[src/rtl/citadel_cmd_bridge.sv]
`default_nettype none
// +-----------------------------------------------------------------------------+
// | citadel_cmd_bridge                                                          |
// | CSR-window bridge between the debug bus and the citadel_fpu command ports.  |
// | Revision: 1.0                                                               |
// +-----------------------------------------------------------------------------+

package citadel_fpu_pkg;
    typedef struct packed {
        logic        exec;
        logic        rf_we;
        logic [4:0]  rf_addr;
        logic [31:0] rf_wdata;
        logic [2:0]  fu_id;
        logic [31:0] fu_imm_opcode;
        logic [4:0]  fu_rs0;
        logic [4:0]  fu_rs1;
        logic [4:0]  fu_rs2;
        logic [4:0]  fu_rd;
    } citadel_fpu_cmd_req_struct;
endpackage

module citadel_cmd_bridge #(
    parameter logic [31:0] BASE_ADDR  = 32'h1000_0000,
    parameter int          CMD_DEPTH  = 4,
    parameter int          RESP_DEPTH = 4
) (
    input  logic                                       clk_i,
    input  logic                                       rst_i,
    input  logic                                       bus_req_i,
    input  logic                                       bus_we_i,
    input  logic [31:0]                                bus_addr_bi,
    input  logic [3:0]                                 bus_be_bi,
    input  logic [31:0]                                bus_wdata_bi,
    output logic                                       bus_ack_o,
    output logic                                       bus_resp_o,
    output logic [31:0]                                bus_rdata_bo,
    output logic                                       cmd_req_genfifo_req_o,
    output citadel_fpu_pkg::citadel_fpu_cmd_req_struct cmd_req_genfifo_wdata_bo,
    input  logic                                       cmd_req_genfifo_ack_i,
    input  logic                                       cmd_resp_genfifo_req_i,
    input  logic [31:0]                                cmd_resp_genfifo_rdata_bi,
    output logic                                       cmd_resp_genfifo_ack_o
);
    localparam int C_CAW = $clog2(CMD_DEPTH);
    localparam int C_RAW = $clog2(RESP_DEPTH);
    localparam logic [C_CAW:0]   C_CMD_FULL  = (C_CAW+1)'(CMD_DEPTH);
    localparam logic [C_RAW:0]   C_RESP_FULL = (C_RAW+1)'(RESP_DEPTH);
    localparam logic [C_CAW-1:0] C_CPTR_ONE  = 1;
    localparam logic [C_RAW-1:0] C_RPTR_ONE  = 1;
    localparam logic [C_CAW:0]   C_CCNT_ONE  = 1;
    localparam logic [C_RAW:0]   C_RCNT_ONE  = 1;

    localparam logic [7:0] C_OFF_CTRL   = 8'h00;
    localparam logic [7:0] C_OFF_EXEC   = 8'h04;
    localparam logic [7:0] C_OFF_RF_WE  = 8'h08;
    localparam logic [7:0] C_OFF_RF_AD  = 8'h0C;
    localparam logic [7:0] C_OFF_RF_WD  = 8'h10;
    localparam logic [7:0] C_OFF_FU_ID  = 8'h14;
    localparam logic [7:0] C_OFF_FU_IMM = 8'h18;
    localparam logic [7:0] C_OFF_RS0    = 8'h1C;
    localparam logic [7:0] C_OFF_RS1    = 8'h20;
    localparam logic [7:0] C_OFF_RS2    = 8'h24;
    localparam logic [7:0] C_OFF_RD     = 8'h28;
    localparam logic [7:0] C_OFF_STATUS = 8'h2C;
    localparam logic [7:0] C_OFF_RDATA  = 8'h40;

    logic [31:0] w_off;
    logic [7:0]  w_sel;
    logic        w_in_window, w_wr, w_rd, w_unused;
    logic        w_cmd_push, w_cmd_full, w_cmd_push_ok, w_cmd_pop;
    logic        w_flush, w_resp_full, w_resp_empty, w_resp_push_ok, w_resp_pop;
    logic        w_rdata_rd, w_status_wr;
    logic [31:0] w_rd_val, w_status;

    citadel_fpu_pkg::citadel_fpu_cmd_req_struct stage_q, stage_d;
    citadel_fpu_pkg::citadel_fpu_cmd_req_struct cmd_mem_q [CMD_DEPTH];
    logic [31:0]      resp_mem_q [RESP_DEPTH];
    logic [C_CAW-1:0] cmd_wptr_q, cmd_wptr_d, cmd_rptr_q, cmd_rptr_d;
    logic [C_CAW:0]   cmd_cnt_q, cmd_cnt_d;
    logic [C_RAW-1:0] resp_wptr_q, resp_wptr_d, resp_rptr_q, resp_rptr_d;
    logic [C_RAW:0]   resp_cnt_q, resp_cnt_d;
    logic             cmd_ovf_q, cmd_ovf_d, resp_ovf_q, resp_ovf_d, resp_udf_q, resp_udf_d;
    logic             bus_resp_q;
    logic [31:0]      bus_rdata_q;

    // Wrapping subtraction: in-window exactly when the offset fits in 8 bits.
    assign w_off       = bus_addr_bi - BASE_ADDR;
    assign w_sel       = w_off[7:0];
    assign w_in_window = (w_off[31:8] == 24'h0);
    assign bus_ack_o   = bus_req_i & w_in_window;
    assign w_wr        = bus_ack_o & bus_we_i;
    assign w_rd        = bus_ack_o & ~bus_we_i;
    assign w_unused    = &{1'b0, bus_be_bi};

    assign w_cmd_full    = (cmd_cnt_q == C_CMD_FULL);
    assign w_cmd_push    = w_wr & (w_sel == C_OFF_CTRL) & bus_wdata_bi[0];
    assign w_cmd_push_ok = w_cmd_push & ~w_cmd_full;
    assign w_cmd_pop     = cmd_req_genfifo_req_o & cmd_req_genfifo_ack_i;

    assign w_flush        = w_wr & (w_sel == C_OFF_CTRL) & bus_wdata_bi[1];
    assign w_resp_full    = (resp_cnt_q == C_RESP_FULL);
    assign w_resp_empty   = (resp_cnt_q == '0);
    assign w_rdata_rd     = w_rd & (w_sel == C_OFF_RDATA);
    assign w_status_wr    = w_wr & (w_sel == C_OFF_STATUS);
    assign w_resp_push_ok = cmd_resp_genfifo_req_i & ~w_resp_full & ~w_flush;
    assign w_resp_pop     = w_rdata_rd & ~w_resp_empty & ~w_flush;

    assign cmd_req_genfifo_req_o    = (cmd_cnt_q != '0);
    assign cmd_req_genfifo_wdata_bo = cmd_mem_q[cmd_rptr_q];
    assign cmd_resp_genfifo_ack_o   = 1'b1;
    assign bus_resp_o               = bus_resp_q;
    assign bus_rdata_bo             = bus_rdata_q;

    assign w_status = {11'h0, resp_udf_q, resp_ovf_q, cmd_ovf_q, w_resp_empty, w_cmd_full,
                       8'(resp_cnt_q), 8'(cmd_cnt_q)};

    always_comb begin
        stage_d = stage_q;
        if (w_wr) begin
            case (w_sel)
                C_OFF_EXEC:   stage_d.exec          = bus_wdata_bi[0];
                C_OFF_RF_WE:  stage_d.rf_we         = bus_wdata_bi[0];
                C_OFF_RF_AD:  stage_d.rf_addr       = bus_wdata_bi[4:0];
                C_OFF_RF_WD:  stage_d.rf_wdata      = bus_wdata_bi;
                C_OFF_FU_ID:  stage_d.fu_id         = bus_wdata_bi[2:0];
                C_OFF_FU_IMM: stage_d.fu_imm_opcode = bus_wdata_bi;
                C_OFF_RS0:    stage_d.fu_rs0        = bus_wdata_bi[4:0];
                C_OFF_RS1:    stage_d.fu_rs1        = bus_wdata_bi[4:0];
                C_OFF_RS2:    stage_d.fu_rs2        = bus_wdata_bi[4:0];
                C_OFF_RD:     stage_d.fu_rd         = bus_wdata_bi[4:0];
                default:      stage_d               = stage_q;
            endcase
        end
    end

    always_comb begin
        w_rd_val = 32'h0;
        case (w_sel)
            C_OFF_EXEC:   w_rd_val = 32'(stage_q.exec);
            C_OFF_RF_WE:  w_rd_val = 32'(stage_q.rf_we);
            C_OFF_RF_AD:  w_rd_val = 32'(stage_q.rf_addr);
            C_OFF_RF_WD:  w_rd_val = stage_q.rf_wdata;
            C_OFF_FU_ID:  w_rd_val = 32'(stage_q.fu_id);
            C_OFF_FU_IMM: w_rd_val = stage_q.fu_imm_opcode;
            C_OFF_RS0:    w_rd_val = 32'(stage_q.fu_rs0);
            C_OFF_RS1:    w_rd_val = 32'(stage_q.fu_rs1);
            C_OFF_RS2:    w_rd_val = 32'(stage_q.fu_rs2);
            C_OFF_RD:     w_rd_val = 32'(stage_q.fu_rd);
            C_OFF_STATUS: w_rd_val = w_status;
            C_OFF_RDATA:  w_rd_val = w_resp_empty ? 32'h0 : resp_mem_q[resp_rptr_q];
            default:      w_rd_val = 32'h0;
        endcase
    end

    always_comb begin
        cmd_wptr_d = cmd_wptr_q;
        cmd_rptr_d = cmd_rptr_q;
        cmd_cnt_d  = cmd_cnt_q;
        if (w_cmd_push_ok) cmd_wptr_d = cmd_wptr_q + C_CPTR_ONE;
        if (w_cmd_pop)     cmd_rptr_d = cmd_rptr_q + C_CPTR_ONE;
        case ({w_cmd_push_ok, w_cmd_pop})
            2'b10:   cmd_cnt_d = cmd_cnt_q + C_CCNT_ONE;
            2'b01:   cmd_cnt_d = cmd_cnt_q - C_CCNT_ONE;
            default: cmd_cnt_d = cmd_cnt_q;
        endcase
    end

    always_comb begin
        resp_wptr_d = resp_wptr_q;
        resp_rptr_d = resp_rptr_q;
        resp_cnt_d  = resp_cnt_q;
        if (w_flush) begin
            resp_wptr_d = '0;
            resp_rptr_d = '0;
            resp_cnt_d  = '0;
        end else begin
            if (w_resp_push_ok) resp_wptr_d = resp_wptr_q + C_RPTR_ONE;
            if (w_resp_pop)     resp_rptr_d = resp_rptr_q + C_RPTR_ONE;
            case ({w_resp_push_ok, w_resp_pop})
                2'b10:   resp_cnt_d = resp_cnt_q + C_RCNT_ONE;
                2'b01:   resp_cnt_d = resp_cnt_q - C_RCNT_ONE;
                default: resp_cnt_d = resp_cnt_q;
            endcase
        end
    end

    // A new overflow/underflow event wins over a same-cycle write-1-to-clear.
    always_comb begin
        cmd_ovf_d  = cmd_ovf_q;
        resp_ovf_d = resp_ovf_q;
        resp_udf_d = resp_udf_q;
        if (w_status_wr && bus_wdata_bi[18]) cmd_ovf_d  = 1'b0;
        if (w_status_wr && bus_wdata_bi[19]) resp_ovf_d = 1'b0;
        if (w_status_wr && bus_wdata_bi[20]) resp_udf_d = 1'b0;
        if (w_cmd_push && w_cmd_full) cmd_ovf_d = 1'b1;
        if (cmd_resp_genfifo_req_i && w_resp_full && !w_flush) resp_ovf_d = 1'b1;
        if (w_rdata_rd && w_resp_empty) resp_udf_d = 1'b1;
    end

    always_ff @(posedge clk_i) begin
        if (w_cmd_push_ok)  cmd_mem_q[cmd_wptr_q]   <= stage_q;
        if (w_resp_push_ok) resp_mem_q[resp_wptr_q] <= cmd_resp_genfifo_rdata_bi;
    end

    always_ff @(posedge clk_i) begin
        if (rst_i) begin
            stage_q     <= '0;
            cmd_wptr_q  <= '0;
            cmd_rptr_q  <= '0;
            cmd_cnt_q   <= '0;
            resp_wptr_q <= '0;
            resp_rptr_q <= '0;
            resp_cnt_q  <= '0;
            cmd_ovf_q   <= 1'b0;
            resp_ovf_q  <= 1'b0;
            resp_udf_q  <= 1'b0;
            bus_resp_q  <= 1'b0;
            bus_rdata_q <= 32'h0;
        end else begin
            stage_q     <= stage_d;
            cmd_wptr_q  <= cmd_wptr_d;
            cmd_rptr_q  <= cmd_rptr_d;
            cmd_cnt_q   <= cmd_cnt_d;
            resp_wptr_q <= resp_wptr_d;
            resp_rptr_q <= resp_rptr_d;
            resp_cnt_q  <= resp_cnt_d;
            cmd_ovf_q   <= cmd_ovf_d;
            resp_ovf_q  <= resp_ovf_d;
            resp_udf_q  <= resp_udf_d;
            bus_resp_q  <= w_rd;
            bus_rdata_q <= w_rd ? w_rd_val : 32'h0;
        end
    end
endmodule
`default_nettype wire

[config.mk]
export PLATFORM = sky130hd
export DESIGN_NAME = citadel_cmd_bridge
export DESIGN_NICKNAME = d
export VERILOG_FILES = /design/src/rtl/citadel_cmd_bridge.sv
export SDC_FILE = /design/constraint.sdc
export NUM_CORES = 1
export LEC_CHECK = 0
export CAP_MARGIN = 20
export CORE_ASPECT_RATIO = 1.4
export CORE_MARGIN = 4
export CORE_UTILIZATION = 35
export DETAILED_ROUTE_END_ITERATION = 6
export GPL_TIMING_DRIVEN = 0
export PLACE_DENSITY = 0.55
export SYNTH_ARGS = -nofsm -noshare
export SYNTH_HDL_FRONTEND = slang
export SYNTH_SLANG_ARGS = --single-unit
export TNS_END_PERCENT = 5
[constraint.sdc]
create_clock -name clk_i -period 5.59 [get_ports clk_i]
set_input_delay 0.559 -clock clk_i [delete_from_list [all_inputs] [get_ports clk_i]]
set_output_delay 0.559 -clock clk_i [all_outputs]
set_load 0.1 [all_outputs]
==> impl_metrics.tcl <==
# yosys + openroad results
set metrics [dict create \
    top_layer "met5" \
    met3_usage_pct 3.98 \
    ys_area_um2 24600 \
    finalSetupTns_ns 0 \
    status "finished clean" \
    holdWs_ns 0.362 \
    endpoint "cmd_req_genfifo_wdata_bo[74]" \
    async_flop_share_pct 0 \
    grt-ovfl-total 0 \
    ff2ff_setup_slack_ns 2.68 \
    r2r-start "cmd_cnt_q[2]" \
    viasPerCell 5.09 \
    cts_setup_buffers 0 \
    fin_nets 1822 \
    ant_nets 0 \
    crit_chain "buf_1 -> clkbuf_1 -> mux4_2 -> clkdlybuf4s50_1" \
    met2_usage_pct 30.3 \
    grt_max_degree 53 \
    drc 0 \
    top_register "cmd_mem_q" \
    ff_latch_area_um2 18100 \
    grt_pass1_vias 14300 \
    hp-class "input pin to flop" \
    ys_seq_share_pct 73.5 \
    grt_setup_unrepaired "no" \
    htreeDepth 2 \
    p_comb_share_pct 2.6 \
    max_slew.worst_pin.slew_ns 1.04 \
    mi_logic_area_um2 6080 \
    cts_hold_buf 0 \
    ys_sh_aoi_pct 4.25 \
    hold_viol 0 \
    min_period_over_period_pct 82.3 \
    wl_met2_um 33800 \
    largest_registers "cmd_mem_q: 376 flops, resp_mem_q: 128 flops, stage_q: 94 flops" \
    cts_sinks 652 \
    crit_fanout 10 \
]
-- worst max-delay path, delay by kind of cell, from the launching register on --
| family | cells | cell delay (ns) |
|---|---|---|
| buf+inv | 3 | 2.55 |
| flops | 1 | 0.42 |
| mux | 1 | 0.42 |
-- final cells by class --
type                    instances  share of cell area (%)
diodes                          7                  0.0579
plain buffers                  86                    1.32
clock buffers                  81                    5.53
clock inverters                35                    1.04
inverters                      18                   0.223
multi-input cells             653                    20.1
flip-flops and latches        652                    59.8
well taps                     928                    3.84
repair buffers                232                    8.04
-- per-stage QoR --
step | setup WS, ns | cells | util (%)
floorplan | 1.26 | 1409 | -
global placement | -1.73 | 2561 | 40.4
detailed placement | 1.54 | 2569 | 40.7
CTS | 0.834 | 2685 | 43.5
global route | 0.792 | 2686 | 43.5
finish | 0.989 | 2692 | 43.5
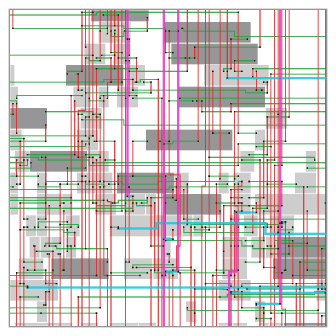
**Above:** a small window of the routed layout.
Window x 96 to 136, y 141 to 181 µm. Cells in gray, sequential cells in the stronger gray; small squares are vias.
- M2: red
- M1: green
- M4: magenta
- M3: cyan
- cells with their middle in the window: 75
- sequential cells in the window: 13
- netlist names of flops here include: cmd_mem_q (4), resp_cnt_q (3), stage_q (3)
- most frequent: a22oi_1 (9), dfxtp_1 (9), clkbuf_1 (8)

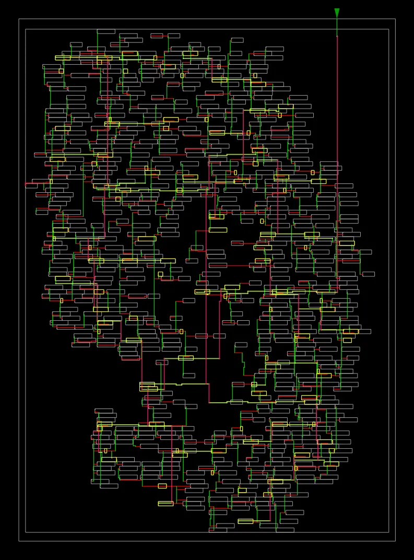
**Above:** clock nets.
Insertion Delay late pin: 0.64 ns
Clock net power: 4.08 mW
Num CTS Buffers: 61

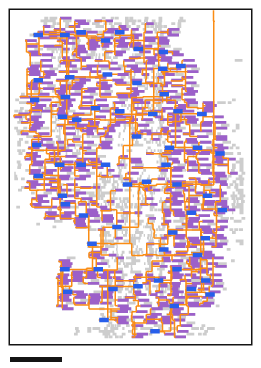
**Above:** routed clock nets over the placement.
Scale bar: 50 µm.
- clock-net drivers: blue (count 61)
- clock wires: orange (length 7,570 µm)
- flip-flops: purple (count 652)
- flops lie: widely spread
- routed clock nets: 62
clk_skew: 0.0186 ns
clock power share: 42.7%

Power and IR drop assume default switching activity.
